<file path="config.mk">
export PLATFORM = sky130hd
export DESIGN_NAME = learn_score_bank
export DESIGN_NICKNAME = d
export VERILOG_FILES = /design/src/rtl/learn_score_bank.sv
export SDC_FILE = /design/constraint.sdc
export NUM_CORES = 1
export LEC_CHECK = 0
export CAP_MARGIN = 10
export CORE_MARGIN = 5
export CORE_UTILIZATION = 36
export CTS_CLUSTER_SIZE = 10
export DETAILED_ROUTE_END_ITERATION = 12
export GPL_TIMING_DRIVEN = 0
export PLACE_DENSITY = 0.54
export SLEW_MARGIN = 20
export SYNTH_ARGS = -nofsm -noshare
export SYNTH_HDL_FRONTEND = slang
export SYNTH_SLANG_ARGS = --single-unit
</file>
<file path="constraint.sdc">
create_clock -name clk -period 35.4 [get_ports clk]
set_clock_uncertainty 0.2 [all_clocks]
set_input_delay 3.54 -clock clk [delete_from_list [all_inputs] [get_ports clk]]
set_output_delay 3.54 -clock clk [all_outputs]
set_load 0.02 [all_outputs]
</file>
<file path="src/rtl/learn_score_bank.sv">
// learn_score_bank: registered per-user/per-song score store for learning mode.
// It commits a score on the rising edge of `finished` and computes the
// per-user average with a sequential sum-then-restoring-divide engine.
//
// Optional feature macro: RECORD_KEEP_BEST_EN. When it is defined, a commit
// keeps only an improved score and pulses new_best.
//
// Ports:
//   clk, rst      clock, asynchronous active-high reset
//   mode          `MODELRN enables commits and averaging
//   user          selected user slot
//   song_num      selected song slot
//   finished      level from learning; a rising edge commits `score`
//   score         score to commit
//   cur_record    registered record[user][song_num], write-first
//   user_avg      floor(sum of user's records / SONGS)
//   avg_valid     user_avg reflects the currently stored records
//   busy          averaging engine in SUM or DIV
//   commit        one-cycle pulse for an accepted commit
//   new_best      one-cycle pulse for an improving commit (keep-best build only)

`ifndef MODELRN
`define MODELRN 3'd2
`endif
`ifndef MODEAUTO
`define MODEAUTO 3'd1
`endif

module learn_score_bank #(
    parameter int unsigned USERS   = 4,
    parameter int unsigned SONGS   = 3,
    parameter int unsigned SCORE_W = 32
) (
    input  logic                                   clk,
    input  logic                                   rst,
    input  logic [2:0]                             mode,
    input  logic [((USERS > 1) ? $clog2(USERS) : 1)-1:0] user,
    input  logic [((SONGS > 1) ? $clog2(SONGS) : 1)-1:0] song_num,
    input  logic                                   finished,
    input  logic [SCORE_W-1:0]                     score,
    output logic [SCORE_W-1:0]                     cur_record,
    output logic [SCORE_W-1:0]                     user_avg,
    output logic                                   avg_valid,
    output logic                                   busy,
    output logic                                   commit,
    output logic                                   new_best
);

    localparam int unsigned UW     = (USERS > 1) ? $clog2(USERS) : 1;
    localparam int unsigned SW     = (SONGS > 1) ? $clog2(SONGS) : 1;
    localparam int unsigned SUM_W  = SCORE_W + $clog2(SONGS + 1);
    localparam int unsigned DCNT_W = $clog2(SUM_W + 1);

    localparam logic [1:0] IDLE = 2'd0;
    localparam logic [1:0] SUM  = 2'd1;
    localparam logic [1:0] DIV  = 2'd2;
    localparam logic [1:0] DONE = 2'd3;

    logic [SCORE_W-1:0] rec [USERS][SONGS];

    logic              fin_q;
    logic [2:0]        mode_q;
    logic [UW-1:0]     user_q;
    logic [1:0]        state, state_n;
    logic [SW-1:0]     sidx, sidx_n;
    logic [DCNT_W-1:0] dcnt, dcnt_n;
    logic [SUM_W-1:0]  acc, acc_n;
    logic [SUM_W-1:0]  quo, quo_n;
    logic [SUM_W-1:0]  rem, rem_n;
    logic [SUM_W:0]    rem_sh;
    logic [UW-1:0]     lat_user, lat_user_n;
    logic [SCORE_W-1:0] user_avg_n;
    logic              avg_valid_n;
    logic              busy_n;

    logic               lrn, in_range, req, accept, better, do_write;
    logic               user_chg, enter_lrn, restart, nb_set;
    logic [SCORE_W-1:0] cur_val;

    // Guarded record read: out-of-range slots read as zero
    function automatic logic [SCORE_W-1:0] rd_rec(input logic [UW-1:0] u,
                                                   input logic [SW-1:0] s);
        if ((32'(u) < USERS) && (32'(s) < SONGS))
            return rec[u][s];
        return '0;
    endfunction

    // Commit request decode and restart triggers
    always_comb begin
        lrn       = (mode == `MODELRN);
        in_range  = (32'(user) < USERS) && (32'(song_num) < SONGS);
        cur_val   = rd_rec(user, song_num);
        req       = finished & ~fin_q & lrn;
        accept    = req & in_range;
`ifdef RECORD_KEEP_BEST_EN
        better    = (score > cur_val);
        nb_set    = accept & better;
`else
        better    = 1'b1;
        nb_set    = 1'b0;
`endif
        do_write  = accept & better;
        user_chg  = (user != user_q);
        enter_lrn = lrn & (mode_q != `MODELRN);
        restart   = lrn & (do_write | user_chg | enter_lrn);
    end

    // Averaging FSM: next state and datapath
    always_comb begin
        state_n     = state;
        sidx_n      = sidx;
        dcnt_n      = dcnt;
        acc_n       = acc;
        quo_n       = quo;
        rem_n       = rem;
        lat_user_n  = lat_user;
        user_avg_n  = user_avg;
        avg_valid_n = avg_valid;
        rem_sh      = {rem, quo[SUM_W-1]};

        if (restart) begin
            state_n     = SUM;
            sidx_n      = '0;
            acc_n       = '0;
            lat_user_n  = user;
            avg_valid_n = 1'b0;
        end else if (!lrn) begin
            // Outside learning mode a pass in flight is abandoned
            if (state != IDLE) begin
                state_n     = IDLE;
                avg_valid_n = 1'b0;
            end else if (user_chg) begin
                avg_valid_n = 1'b0;
            end
        end else begin
            case (state)
                SUM: begin
                    acc_n = acc + SUM_W'(rd_rec(lat_user, sidx));
                    if (sidx == SW'(SONGS - 1)) begin
                        state_n = DIV;
                        quo_n   = acc + SUM_W'(rd_rec(lat_user, sidx));
                        rem_n   = '0;
                        dcnt_n  = '0;
                    end else begin
                        sidx_n = sidx + SW'(1);
                    end
                end
                DIV: begin
                    // Restoring division, one quotient bit per cycle
                    quo_n = {quo[SUM_W-2:0], 1'b0};
                    if (rem_sh >= (SUM_W + 1)'(SONGS)) begin
                        rem_n    = SUM_W'(rem_sh - (SUM_W + 1)'(SONGS));
                        quo_n[0] = 1'b1;
                    end else begin
                        rem_n = SUM_W'(rem_sh);
                    end
                    dcnt_n = dcnt + DCNT_W'(1);
                    if (dcnt == DCNT_W'(SUM_W - 1))
                        state_n = DONE;
                end
                DONE: begin
                    user_avg_n  = quo[SCORE_W-1:0];
                    avg_valid_n = 1'b1;
                    state_n     = IDLE;
                end
                default: state_n = IDLE;
            endcase
        end

        busy_n = (state_n == SUM) || (state_n == DIV);
    end

    // State, datapath and output registers
    always_ff @(posedge clk or posedge rst) begin
        if (rst) begin
            state      <= IDLE;
            sidx       <= '0;
            dcnt       <= '0;
            acc        <= '0;
            quo        <= '0;
            rem        <= '0;
            lat_user   <= '0;
            user_avg   <= '0;
            avg_valid  <= 1'b1;
            busy       <= 1'b0;
            fin_q      <= 1'b0;
            mode_q     <= 3'd0;
            user_q     <= '0;
            commit     <= 1'b0;
            new_best   <= 1'b0;
            cur_record <= '0;
        end else begin
            state      <= state_n;
            sidx       <= sidx_n;
            dcnt       <= dcnt_n;
            acc        <= acc_n;
            quo        <= quo_n;
            rem        <= rem_n;
            lat_user   <= lat_user_n;
            user_avg   <= user_avg_n;
            avg_valid  <= avg_valid_n;
            busy       <= busy_n;
            fin_q      <= finished;
            mode_q     <= mode;
            user_q     <= user;
            commit     <= accept;
            new_best   <= nb_set;
            // Write-first: show the score being stored this cycle
            cur_record <= do_write ? score : cur_val;
        end
    end

    // Record storage
    always_ff @(posedge clk or posedge rst) begin
        if (rst) begin
            for (int u = 0; u < int'(USERS); u++)
                for (int s = 0; s < int'(SONGS); s++)
                    rec[u][s] <= '0;
        end else if (do_write) begin
            rec[user][song_num] <= score;
        end
    end

endmodule

</file>
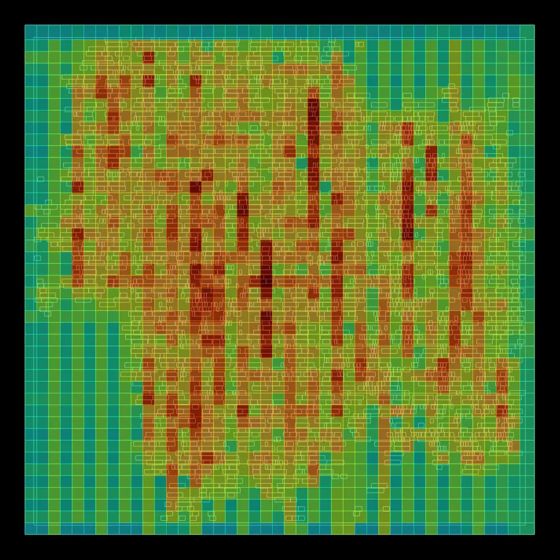
congestion.png
busiest layer in global routing: met2
GRT Util Overall: 0.199

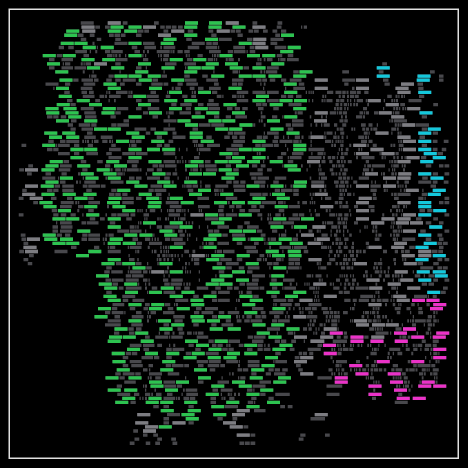
flops_by_reg.png
Drawn at 1.5 px/um. Other sequential cells in the stronger grey, the rest of the logic in the fainter grey.
colour	signal	flops
green	rec	384
cyan	user_avg	32
magenta	rem	34

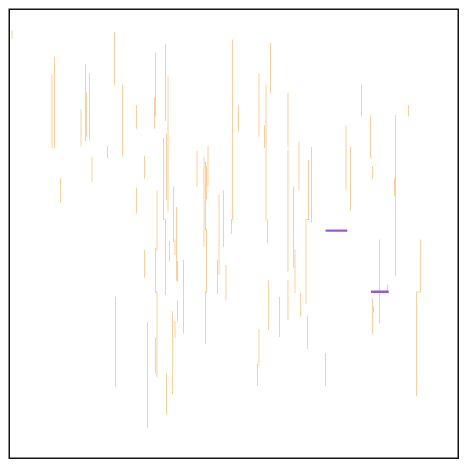
wires.png
Drawn at 1.5 px/um. Two of the layers only.
colour	layer	wire length
orange	metal 4	3130 um
purple	metal 5	23.0 um

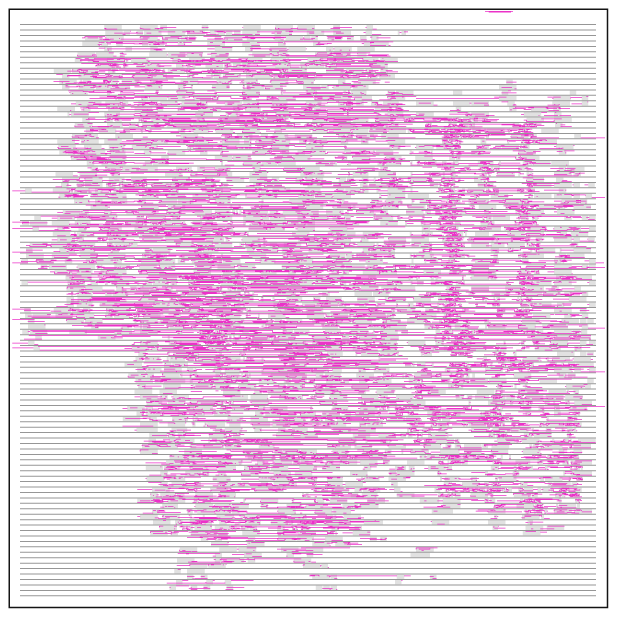
layer_met1.png
Drawn at 2 px/um. Supply wires on this layer in grey. Cells faint in the background.
longest straight run	127 um
wire length on this layer	38.9 mm
nets with wire on the layer	2474

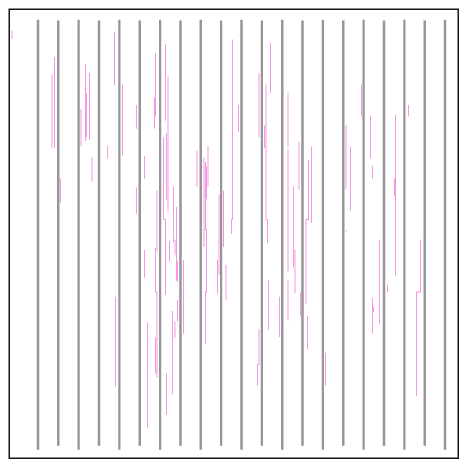
layer_met4.png
Drawn at 1.5 px/um. Supply wires on this layer in grey.
longest straight run	120 um
share of all routed wire	3.5%

==> GITHUB_STEP_SUMMARY <==
### Flow metrics

| Metric | Value |
|---|---|
| Final core occ | 0.422 |
| Initial DRC Count | 1225 |
| Flip-flops with a built-in enable | 0 |
| Met1 WL | 38.9 mm |
| Clock transition at path regs | 0.05 ns |
| Routed WL | 89.0 mm |
| WL/cell | 24.5 um |
| Avg Vias per Cell | 5.65 |
| Sw frac | 0.263 |
| Leak | 15.9 nW |
| # Post-CTS Setup Buffers | 0 |
| DRC Markers | 0 |
| Synth Instances | 2339 |
| Cell area after placement | 32600 um2 |
| Yosys cell count | 2339 |
| Sequential Area | 14300 um2 |
| Count of tool warnings | 34 |
| Yosys warnings | 0 |
| Int Pwr | 1.14 mW |
| H-tree depth | 3 |
| Initial antenna violation count | 2 |
| Post-layout period usage | 0.211 |
| Drt pass-1 iters | 5 |
| Final hold violation count | 0 |
| Insertion Delay late pin | 0.63 ns |
| Hold Path End | avg_valid |
| Unrepaired setup endpoints after global routing | false |
| Status | finished, final reports clean |
| Top cells excl fill/tap | dfrtp_1 (570), mux2_2 (419), mux4_2 (192), nor2_1 (173), clkbuf_1 (161) |
| Tightest Hold Check Type | reg -> reg |
| Flops after synth | 571 |
| Fmax | 0.134 GHz |
| PwrDens | 44.7 nW/um2 |
| DRT antenna net count | 0 |
| Max clock buf depth | 3 |
| Placeable Area | 82200 um2 |
| Slew HR | 0.212 |
| Clock root cell | clkbuf_16 |
| Port Buffers | 108 |
| Post-CTS Resized | 0 |
| YS chip area | 29900 um2 |
| Count of final max-slew check failures | 0 |
| FF-to-FF path depth | 18 |
| Clock power share | 0.438 |
==> synthesized netlist by cell type, types with 8 or more instances <==
library cell	count	area share
nand2_1	132	0.017
inv_1	18	0.0023
nor2b_1	8	0.0017
mux2_2	419	0.16
nand4_1	12	0.0025
xor2_1	22	0.0064
mux4_2	192	0.14
clkbuf_1	145	0.018
xnor2_1	40	0.012
o31ai_1	9	0.0023
and3_1	11	0.0023
o21a_1	8	0.0020
dfrtp_1	570	0.48
a21oi_1	152	0.025
mux2i_1	82	0.027
a31oi_1	8	0.0017
a21o_1	18	0.0045
a22o_1	15	0.0044
buf_1	45	0.0056
nand3_1	24	0.0040
o21ai_0	91	0.015
nor2_1	173	0.022
nor3_1	16	0.0027
ha_1	42	0.018
==> state kept, by name (all words and copies together) (netlist names), 2 cells and up <==
name,count
rec,384
acc,34
sidx,2
user_avg,32
mode_q,3
dcnt,6
user_q,2
lat_user,2
rem,34
cur_record,32
quo,34
state,2
==> cells by family (layout without fill, tap and decap cells) <==
group,after synthesis,in the layout,synth area share
xor+xnor,62,62,0.0181
buf+inv,210,429,0.0267
simple gates,418,418,0.0638
compound gates,341,341,0.0661
fa+ha+maj,43,43,0.0182
other cells,1,1,0.000125
flops,571,571,0.477
mux,693,693,0.330
==> power groups by stage <==
| stage | registers, mW | clock network, mW | logic [mW] |
|---|---|---|---|
| floorplan | 0.698 | 0 | 0.118 |
| global placement | 0.698 | 0 | 0.180 |
| detailed placement | 0.699 | 0 | 0.185 |
| CTS | 0.688 | 0.695 | 0.185 |
| global route | 0.690 | 0.718 | 0.198 |
| finish | 0.688 | 0.678 | 0.183 |
==> per-layer routing <==
layer	track usage	up-vias
li1	-	9003
met2	0.331	545
met1	0.269	10800
met3	0.0282	191
met4	0.0683	4
met5	0	-
==> area by class of cell <==
cell class,instances,area share
Multi-Input combinational cell,1558,0.428
Sequential cell,571,0.412
Clock buffer,94,0.0548
Tap cell,1070,0.0386
Timing Repair Buffer,115,0.0367
Buffer,192,0.0214
Clock inverter,10,0.00606
Inverter,18,0.00217
==> worst min-delay path, stage by stage, from the launching register on <==
cell     delay [ns]
dfstp_2        0.36
o21ai_0        0.06
nand2_1        0.05
==> worst max-delay path by stage <==
| stage | from | end | slack (ns) | cells after the start |
|---|---|---|---|---|
| 4_1_cts | user[1] | cur_record[17] | 27.95 | 10 |
| 3_5_place_dp | user[1] | cur_record[17] | 27.28 | 10 |
| 6_report | user[1] | cur_record[18] | 27.93 | 10 |
| 5_1_grt | user[1] | cur_record[17] | 27.79 | 10 |
| 2_1_floorplan | rst | acc[0] | 15.69 | 1 |
| 3_3_place_gp | rst | rec[134] | 8.85 | 2 |
==> stage by stage <==
stage / setup slack [ns] / cells
floorplan: 15.69 / 2339
global placement: 8.85 / 3517
detailed placement: 27.28 / 3524
CTS: 27.95 / 3628
global route: 27.79 / 3628
finish: 27.93 / 3628
Power and IR drop assume default switching activity.
